clock_map.png
Drawn at 6 px/um.
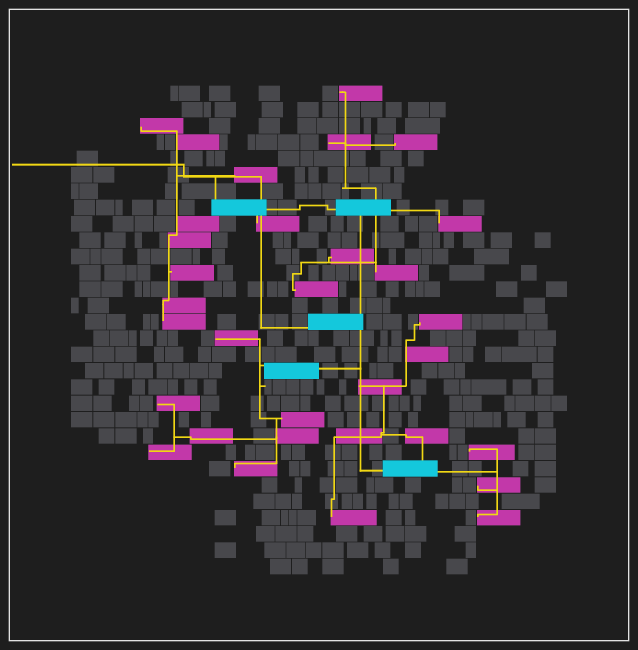
density.png
Drawn at 3 px/um. The die is cut into 10 by 10 equal tiles; black is low, pale yellow is high, 0 to 100% covered.
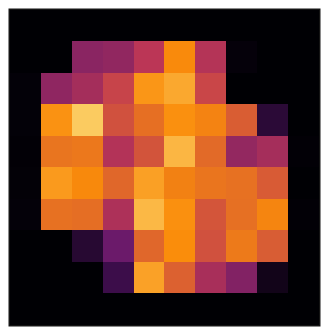
==> src/rtl/fetch_bht.sv <==
// fetch_bht: fetch PC register with a direct-mapped branch history / target table (BHT/BTB).
// Latency: lookup is combinational on pc; redirects, predictions and training take effect on the next edge.
// Backpressure: en=0 holds pc (a redirect still wins); training is never stalled.
// Optional feature macro: BHT_PREDICT_EN builds the table; without it pc runs sequentially.
module fetch_bht #(
  parameter int          ENTRIES  = 16,
  parameter logic [31:0] RESET_PC = 32'h0000_0000
) (
  input  logic        clk,
  input  logic        rst_n,
  input  logic        en,
  input  logic        redirect_valid,
  input  logic [31:0] redirect_pc,
  input  logic        upd_valid,
  input  logic [31:0] upd_pc,
  input  logic        upd_taken,
  input  logic [31:0] upd_target,
  output logic [31:0] pc,
  output logic [31:0] pc_plus4,
  output logic        pred_taken,
  output logic [1:0]  bht_state
);

  localparam int IDX_W = $clog2(ENTRIES);
  localparam int TAG_W = 30 - IDX_W;

  logic [31:0] pc_q, pc_d;
  logic [31:0] pred_target;

  assign pc       = pc_q;
  assign pc_plus4 = pc_q + 32'd4;

`ifdef BHT_PREDICT_EN
  logic [ENTRIES-1:0]            valid_q, valid_d;
  logic [ENTRIES-1:0][TAG_W-1:0] tag_q, tag_d;
  logic [ENTRIES-1:0][31:0]      tgt_q, tgt_d;
  logic [ENTRIES-1:0][1:0]       ctr_q, ctr_d;

  logic [IDX_W-1:0] look_idx, upd_idx;
  logic             look_hit, upd_hit;
  logic             unused_upd_lsb;

  assign look_idx = pc_q[IDX_W+1:2];
  assign upd_idx  = upd_pc[IDX_W+1:2];
  assign look_hit = valid_q[look_idx] && (tag_q[look_idx] == pc_q[31:IDX_W+2]);
  assign upd_hit  = valid_q[upd_idx] && (tag_q[upd_idx] == upd_pc[31:IDX_W+2]);

  // Lookup reads registered state only, so a same-cycle update is seen next cycle.
  assign bht_state   = look_hit ? ctr_q[look_idx] : 2'b00;
  assign pred_taken  = look_hit && ctr_q[look_idx][1];
  assign pred_target = tgt_q[look_idx];

  // Byte-offset bits of the training address do not select anything.
  assign unused_upd_lsb = ^upd_pc[1:0];

  // Training: saturate the counter on a hit, allocate on a taken miss, ignore a not-taken miss.
  always_comb begin
    valid_d = valid_q;
    tag_d   = tag_q;
    tgt_d   = tgt_q;
    ctr_d   = ctr_q;
    if (upd_valid) begin
      if (upd_hit) begin
        if (upd_taken) begin
          ctr_d[upd_idx] = (ctr_q[upd_idx] == 2'b11) ? 2'b11 : ctr_q[upd_idx] + 2'd1;
          tgt_d[upd_idx] = upd_target;
        end else begin
          ctr_d[upd_idx] = (ctr_q[upd_idx] == 2'b00) ? 2'b00 : ctr_q[upd_idx] - 2'd1;
        end
      end else if (upd_taken) begin
        valid_d[upd_idx] = 1'b1;
        tag_d[upd_idx]   = upd_pc[31:IDX_W+2];
        tgt_d[upd_idx]   = upd_target;
        ctr_d[upd_idx]   = 2'b10;
      end
    end
  end

  // Table state; reset wipes every entry and drops any training of that cycle.
  always_ff @(posedge clk) begin
    if (!rst_n) begin
      valid_q <= '0;
      tag_q   <= '0;
      tgt_q   <= '0;
      ctr_q   <= '0;
    end else begin
      valid_q <= valid_d;
      tag_q   <= tag_d;
      tgt_q   <= tgt_d;
      ctr_q   <= ctr_d;
    end
  end
`else
  logic unused_upd;

  assign pred_taken  = 1'b0;
  assign bht_state   = 2'b00;
  assign pred_target = 32'h0;
  // Training inputs have no effect when the table is not built.
  assign unused_upd  = ^{upd_valid, upd_pc, upd_taken, upd_target};
`endif

  // Next-PC priority: redirect, stall, predicted target, sequential.
  always_comb begin
    pc_d = pc_plus4;
    if (redirect_valid) begin
      pc_d = redirect_pc;
    end else if (!en) begin
      pc_d = pc_q;
    end else if (pred_taken) begin
      pc_d = pred_target;
    end
  end

  // Fetch PC register.
  always_ff @(posedge clk) begin
    if (!rst_n) begin
      pc_q <= RESET_PC;
    end else begin
      pc_q <= pc_d;
    end
  end

endmodule

==> config.mk <==
export PLATFORM = sky130hd
export DESIGN_NAME = fetch_bht
export DESIGN_NICKNAME = d
export VERILOG_FILES = /design/src/rtl/fetch_bht.sv
export SDC_FILE = /design/constraint.sdc
export NUM_CORES = 1
export LEC_CHECK = 0
export CAP_MARGIN = 15
export CORE_AREA = 10 10 93 95
export CTS_BUF_LIST = sky130_fd_sc_hd__clkbuf_16
export DETAILED_ROUTE_END_ITERATION = 16
export DIE_AREA = 0 0 103 105
export HOLD_SLACK_MARGIN = 0.02
export PLACE_DENSITY = 0.76
export SLEW_MARGIN = 20
export SYNTH_ARGS = -nofsm -noshare
export SYNTH_HDL_FRONTEND = slang
export SYNTH_SLANG_ARGS = --single-unit
==> constraint.sdc <==
create_clock -name clk -period 3 [get_ports clk]
set_clock_uncertainty 0.1 [all_clocks]
set_input_delay 0.75 -clock clk [delete_from_list [all_inputs] [get_ports clk]]
set_output_delay 0.75 -clock clk [all_outputs]
set_load 0.03 [all_outputs]
==> out/qor.yml <==
synth:
  edf_count: 0
  ys_cells: 309
  synth_top_flop_cell: "dfxtp_1"
  synthDistinctLibCells: 45
  post_synth.cell_area_avg_um2: 7.61
  yosysSeqAreaShare: 0.272
  synth_cells: 309
  ys_area_um2: 2350
  yosys_warnings: 0
  ys_ff: 32
  synthArstFlopShare: 0
  synthesis.area_um2: 2350
floorplan:
  core_um2: 6760
  pin_count: 169
  chipArea_um2: 10800
  die_height_um: 105
  fp_util: 0.348
  die_w_um: 103
  rows: 30
pwr:
  p_leak_nw: 1.36
  internal-power_w: 0.000955
  vdd_drop_max_v: 0.000204
  power_density_nw_per_um2: 386
  finalPower_w: 0.00142
  switching_power_w: 0.000463
  clkPwrFrac: 0.334
  swShare: 0.327
  combPwrFrac: 0.320
  pwr-share-seq: 0.346
clocking:
  clock-sinks: 32
  clk_latency_ns: 0.28
  cts_setup_buffers: 0
  clk_pin_slew_ns: 0.05
  numCtsBuffers: 5
  clockBufferDepth: 2
  cts_max_level: 2
  cts_root_buffer: "clkbuf_16"
  cts_hold_buf: 0
  cts_tree: "yes"
grt:
  grt_pass1_vias: 2771
  grt_pass1_wl_um: 13900
  grt.overflow.total: 0
  grt_max_degree: 20
  top_usage_layer: "met2"
  use_met2: 0.258
  antenna_found_initial: 0
  met1_usage: 0.183
  use_met3: 0.0606
  grtUsageTotal: 0.158
placed_design:
  place_congestion: 0.853
  place_hpwl_um: 6610
  port_buffers: 99
setup_path:
  arrival_ns: 2.09
  path_depth: 5
  cp_data_required_time_ns: 2.15
  crit_slowest_cell: "or4_4"
  path_cells: "nand4_1, or4_4, or3_4, xnor2_2, buf_4"
  critPathTopFamily: "simple AND/OR/NAND/NOR gates"
  r2r_cells: 6
  crit_type: "flop to output pin"
  rrSetupSlack_ns: 0.76
  rr_startpoint: "pc[2]"
  critical_path.endpoint: "pc_plus4[30]"
  r2r_end: "pc[20]"
  critPathMaxStageDelay_ns: 0.60
  critPathLaunch: "pc[20]"
  worst-path-max-fanout: 5
  critPathCaptureType: "output pin"
  cp_num_buf_inv: 1
  cp-start-kind: "flop"
final_layout:
  syn_to_final_growth_pct: 56.0
  largest_reg_flops: 32
  lay_top_cells: "clkdlybuf4s50_1, buf_4, dfxtp_1"
  lay_top_count: "clkdlybuf4s50_1"
  antennaDiodeCount: 0
  nets: 514
  layout-drive-gt1-share: 0.190
  n_fill_cell: 607
route:
  drt-initial-drc-count: 230
  via_per_inst: 5.66
  drt_wl_total_um: 8750
  drt_first_pass_iters: 5
  via_count: 2781
  remaining_drc_errors: 0
  wl_per_cell_um: 17.8
  ant_nets: 0
run_status:
  outcome: "completed"
timing:
  layout_min_cycle_time_ns: 2.94
  rsz0062_at_grt: "no"
  period_used_share: 0.980
  setup_viol_count_final: 0
  drv_slew: 0
  max_freq_ghz: 0.340
  whs_ns: 0.426
  hold_viol: 0
flow_run:
  maxCapViolCount: 0
  warnings: 94
hold_path:
  hp-class: "flop to flop"
## Picture notes: clock_map.png
[cells driving clock nets] cyan | count: 5
[flip-flops] magenta | count: 32
[clock wires] yellow | length: 491 um
routed clock nets: 6

## Picture notes: density.png
mean over tiles: 33%
nearly empty tiles: 44%
fullest tile: 89%

tightest hold or removal path, cell delays in order (launching register included):
cell,delay (ns)
dfxtp_2,0.35
o31ai_1,0.07
a31oi_1,0.07
cells in the mapped netlist, types with 2 or more instances:
cell,count,area share
buf_2,9,0.019
nor2_1,16,0.026
nor3b_1,3,0.0096
nor2b_1,2,0.0053
xnor2_1,25,0.093
buf_4,5,0.016
a311oi_1,2,0.0074
a31oi_1,12,0.032
and3_1,8,0.021
nand3_1,20,0.043
o21ai_0,24,0.051
nor3_1,6,0.013
nor4_1,3,0.0080
clkbuf_2,4,0.0085
a21oi_1,10,0.021
nand4_1,19,0.051
clkbuf_1,16,0.026
and4_1,4,0.015
and2_1,3,0.0080
o31ai_1,9,0.029
inv_1,4,0.0064
or3_1,6,0.016
dfxtp_1,32,0.27
nand2_1,19,0.030
a211o_1,2,0.0074
mux2i_1,6,0.026
xor2_1,13,0.048
or4_1,10,0.032
through the flow:
| stage | TNS [ns] | utilization | cell area, um2 | cells | worst slack (ns) |
|---|---|---|---|---|---|
| after floorplan | -0.123 | - | 2410 | 311 | -0.0697 |
| after global placement | 0 | 0.517 | 3500 | 484 | 0.199 |
| after detailed placement | 0 | 0.517 | 3500 | 484 | 0.193 |
| after CTS | -0.00237 | 0.539 | 3640 | 491 | -0.00237 |
| after global routing | 0 | 0.543 | 3670 | 491 | 0.00434 |
| final | 0 | 0.543 | 3670 | 491 | 0.0596 |
kinds of logic (layout without fill, tap and decap cells):
| logic type | count (synthesis) | in the layout | share of synthesized area |
|---|---|---|---|
| AND-OR/OR-AND | 66 | 66 | 0.173 |
| XOR/XNOR | 38 | 38 | 0.141 |
| adder cells (fa/ha/maj) | 1 | 1 | 0.00532 |
| buffers and inverters | 40 | 140 | 0.0787 |
| flip-flops | 32 | 32 | 0.272 |
| multiplexers | 6 | 6 | 0.0255 |
| other | 1 | 3 | 0.00159 |
| AND/OR/NAND/NOR | 125 | 125 | 0.302 |
metal layers:
layer | routed length, um | up-vias
met2 | 4190 | 138
met5 | 0 | -
met1 | 3510 | 1289
li1 | - | 1338
met4 | 170 | 0
met3 | 882 | 16
worst min-delay path by stage:
stage                      start      to  slack (ns)  cells after the start
after floorplan            pc[0]   pc[0]        0.55                      2
after global routing      pc[24]  pc[24]        0.46                      2
after detailed placement   pc[0]   pc[0]        0.43                      2
after CTS                 pc[24]  pc[24]        0.43                      2
after global placement     pc[0]   pc[0]        0.40                      2
final                     pc[24]  pc[24]        0.43                      2
repair_timing:
action                     in CTS  in global routing
pin swaps                       0                  1
setup endpoints to repair       3                 11
gates resized                   6                  6
area by class of cell:
class	instances	area, um2	share of cell area
well taps	80	100	0.0273
inverters	5	18.8	0.00512
multi-input cells	239	1620	0.442
clock buffers	5	125	0.0341
repair buffers	128	1150	0.314
clock inverters	2	7.51	0.00205
flip-flops and latches	32	644	0.176
power by group through the flow:
stage	combinational, W	sequential (W)	clock (W)
global placement	0.000446	0.000495	0
CTS	0.000455	0.000488	0.000478
global route	0.000483	0.000494	0.000503
floorplan	0.000195	0.000551	0
finish	0.000454	0.000490	0.000474
detailed placement	0.000452	0.000496	0
Power is estimated from default activity; no workload was simulated.
